Gate-type map:
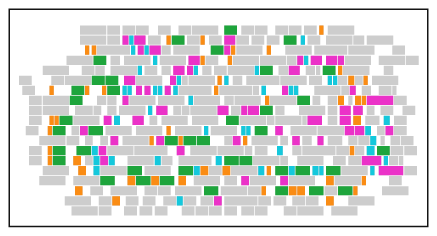
Clock nets:
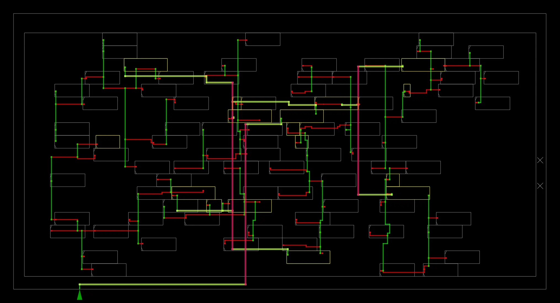
Sizing map:
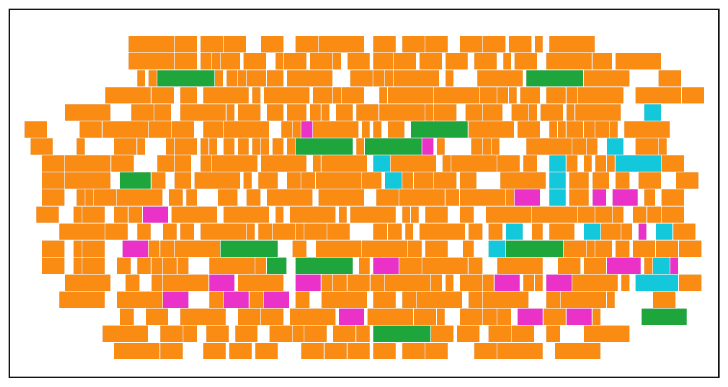
==> config.mk <==
export PLATFORM = sky130hd
export DESIGN_NAME = unpack4simd
export DESIGN_NICKNAME = d
export VERILOG_FILES = /design/src/rtl/simd_pkg.sv /design/src/rtl/unpack4simd_lane_sel.sv /design/src/rtl/unpack4simd.sv
export SDC_FILE = /design/constraint.sdc
export NUM_CORES = 1
export LEC_CHECK = 0
export CAP_MARGIN = 0
export CORE_ASPECT_RATIO = 0.5
export CORE_MARGIN = 2
export CORE_UTILIZATION = 53
export CTS_CLUSTER_DIAMETER = 100
export CTS_CLUSTER_SIZE = 12
export DETAILED_ROUTE_END_ITERATION = 10
export PLACE_DENSITY = 0.85
export SETUP_SLACK_MARGIN = 0.2
export SLEW_MARGIN = 20
export SYNTH_ARGS = -nofsm -noshare
export SYNTH_HDL_FRONTEND = slang
export SYNTH_SLANG_ARGS = --single-unit
==> constraint.sdc <==
create_clock -name ap_clk -period 2.8 [get_ports ap_clk]
set_input_delay 0.42 -clock ap_clk [delete_from_list [all_inputs] [get_ports ap_clk]]
set_output_delay 0.42 -clock ap_clk [all_outputs]
set_load 0.01 [all_outputs]
==> ci_impl_report.md <==
## Synthesis and layout report

| Metric | Value |
|---|---|
| Total chip power | `0.00293 W` |
| Clock Path Buffers | `2` |
| First-pass GRT wire length | `13000 um` |
| Cell with the most instances after synthesis | `dfxtp_1` |
| Share of synthesized registers carrying an async set or reset | `0%` |
| Syn nets | `391` |
| CP cell instances | `clkdlybuf4s50_1 -> inv_2 -> or4_1 -> a211o_1 -> or2_0 -> a31oi_1` |
| Post-Synth AOI/OAI Area | `16.9%` |
| Cts repair resizes | `0` |
| Seq cells post-synth | `76` |
| XOR-XNOR Cells, Area Fraction | `0%` |
| Dominant cell type by area after synthesis | `dfxtp_1` |
| Clock root cell | `clkbuf_16` |
| Antenna Nets Post-Route | `0` |
| Max-Cap Viols | `0` |
| Unique cell type count in the Yosys netlist | `41` |
| Top FF cell, synth | `dfxtp_1` |
| Largest net degree at the start of global routing | `62` |
| Reg2Reg Depth | `7` |
| Final TNS setup | `0 ps` |
| DRC | `2` |
| Via Count | `2775` |
| # clock sinks | `76` |
| Row Count | `19` |
| Total overflow reported by the global router | `0` |
| Share of cells above drive strength 1 | `11.5%` |
| Yosys warning total | `0` |
| Minimum clock period | `2320 ps` |
| Ports | `78` |
| Top cells, area | `dfxtp_1 (48%), mux2i_1 (8.6%), mux2_2 (4.6%)` |
| HPWL Detailed | `5570 um` |
| Critical Path Slowest Stage Cell | `or4_1` |
| Cell Pwr Density | `688 nW/um^2` |
| Clock tree from TritonCTS | `built` |
| Initial antenna violation count | `0` |
| DRT iter0 DRCs | `173` |
| Clock transition at path regs | `60 ps` |
| Static Leak | `1.71 nW` |
| Syn Area/Cell | `9.51 sq um` |
| Synth Seq Share | `48.3%` |
| Wire length per cell | `16.8 um` |
| Max reg flops | `48` |
| Post-synth top area share | `48.3%` |
| Netlist Area Pre-Place | `3150 sq um` |
| Die width | `113 um` |
| MUX share of area | `13.2%` |
| Worst Path Max Fanout | `14` |
| Global-route total usage across every layer | `25.4%` |
| GPL Wtd Cong | `0.897` |
| Critical path class | `in -> reg` |
| I/O Buffers | `77` |
| Failing checks | `design-rule violations` |
| Fin crit share | `82.7%` |
| Synth top cells by count | `dfxtp_1 (76), nor2_1 (32), nand2_1 (29), mux2i_1 (27), nand3_1 (16)` |
| Core Util at FP | `56.1%` |
| Dominant kind of combinational cell | `simple AND/OR/NAND/NOR gates` |
| Final core area utilization | `76.0%` |
| Post-synth EDFFs | `0` |
| Yosys cell count | `331` |
| Antenna cell count | `0` |
| Area share of fa/ha/maj cells after synthesis | `0%` |
| R2R Setup Slk | `630 ps` |
| Hold Path Class | `reg -> reg` |
| Worst slew pin tran | `1070 ps` |
| Max stage delay on crit path | `530 ps` |
| RSZ-0062 raised after global routing | `false` |
| CTS Hold Bufs | `0` |
| Run status | `finished with violations` |
| Crit path DAT | `2550 ps` |
| Core footprint | `5610 sq um` |
Notes on 'gate-type map' above:
Key: cyan = nand cells [cells 46, most used nand2_1]; orange = nor cells [cells 49, most used nor2_1, where all over the die]; magenta = aoi and oai cells [cells 51, most used a21oi_1]; green = mux cells [cells 40, most used mux2i_1]
logic share of the area: 35.2%
Finished Layout Cells: 482

Notes on 'clock nets' above:
Clock Skews: 5.81 ps
P_clk: 0.00106 W
Clock Buffer Count: 11
Flops: 76

Notes on 'sizing map' above:
Key: green = _6 and larger [cells 12, share 2.9%]; magenta = _2 cells [cells 21, share 5.1%]; orange = _0 and _1 cells [cells 362, share 89%]; cyan = _3 and _4 cells [cells 14, share 3.4%]
Area Growth Syn to Fin: 35.4%
Finished Cell Area: 4270 sq um

[critical path: cells and delay by family]
family | cells | cell delay [ps]
AND/OR/NAND/NOR | 2 | 850
AND-OR/OR-AND | 2 | 710
buffers and inverters | 2 | 570
[metal layers]
metal,GRT usage (%),wire length [um]
met1,28.5,3190
met2,46.6,4200
met3,6.69,454
met4,11.3,229
met5,0,0
[per-stage QoR]
| step | cell area, sq um | worst slack (ps) |
|---|---|---|
| global route | 4270 | 340 |
| finish | 4270 | 485 |
| global placement | 3990 | 314 |
| CTS | 4270 | 506 |
| detailed placement | 3990 | 198 |
| floorplan | 3150 | 746 |
[where the power goes]
part | switching (W) | internal, W
Sequential | 0.0000446 | 0.00118
Clock | 0.000438 | 0.000625
Combinational | 0.000318 | 0.000324
Total | 0.000801 | 0.00213
[final cells by class]
cell class	instances	area, sq um
sequential	76	1520
clock inverter	5	36.3
clock buffer	11	243
inverter	5	18.8
timing repair buffer	87	853
multi-input combinational	225	1500
tap	73	91.3
fill	383	1350
[cells by family (layout without fill, tap and decap cells)]
logic type | Yosys count | in the layout
and+or+nand+nor | 115 | 115
buffers and inverters | 30 | 108
muxes | 40 | 40
AOI/OAI and AO/OA | 70 | 70
DFF | 76 | 76
[cell usage in the layout (no fill, tap or decap), types with 13 or more instances in the layout]
cell             count
a21oi_1             14
a21o_1              13
nand3_1             16
mux2_2              13
nor2b_1             13
a221oi_1            13
mux2i_1             27
clkdlybuf4s50_1     76
dfxtp_1             76
a31oi_1             13
nor2_1              32
or2_0               13
nand2_1             29
No activity file was given, so power comes from the tool's default toggle rates.
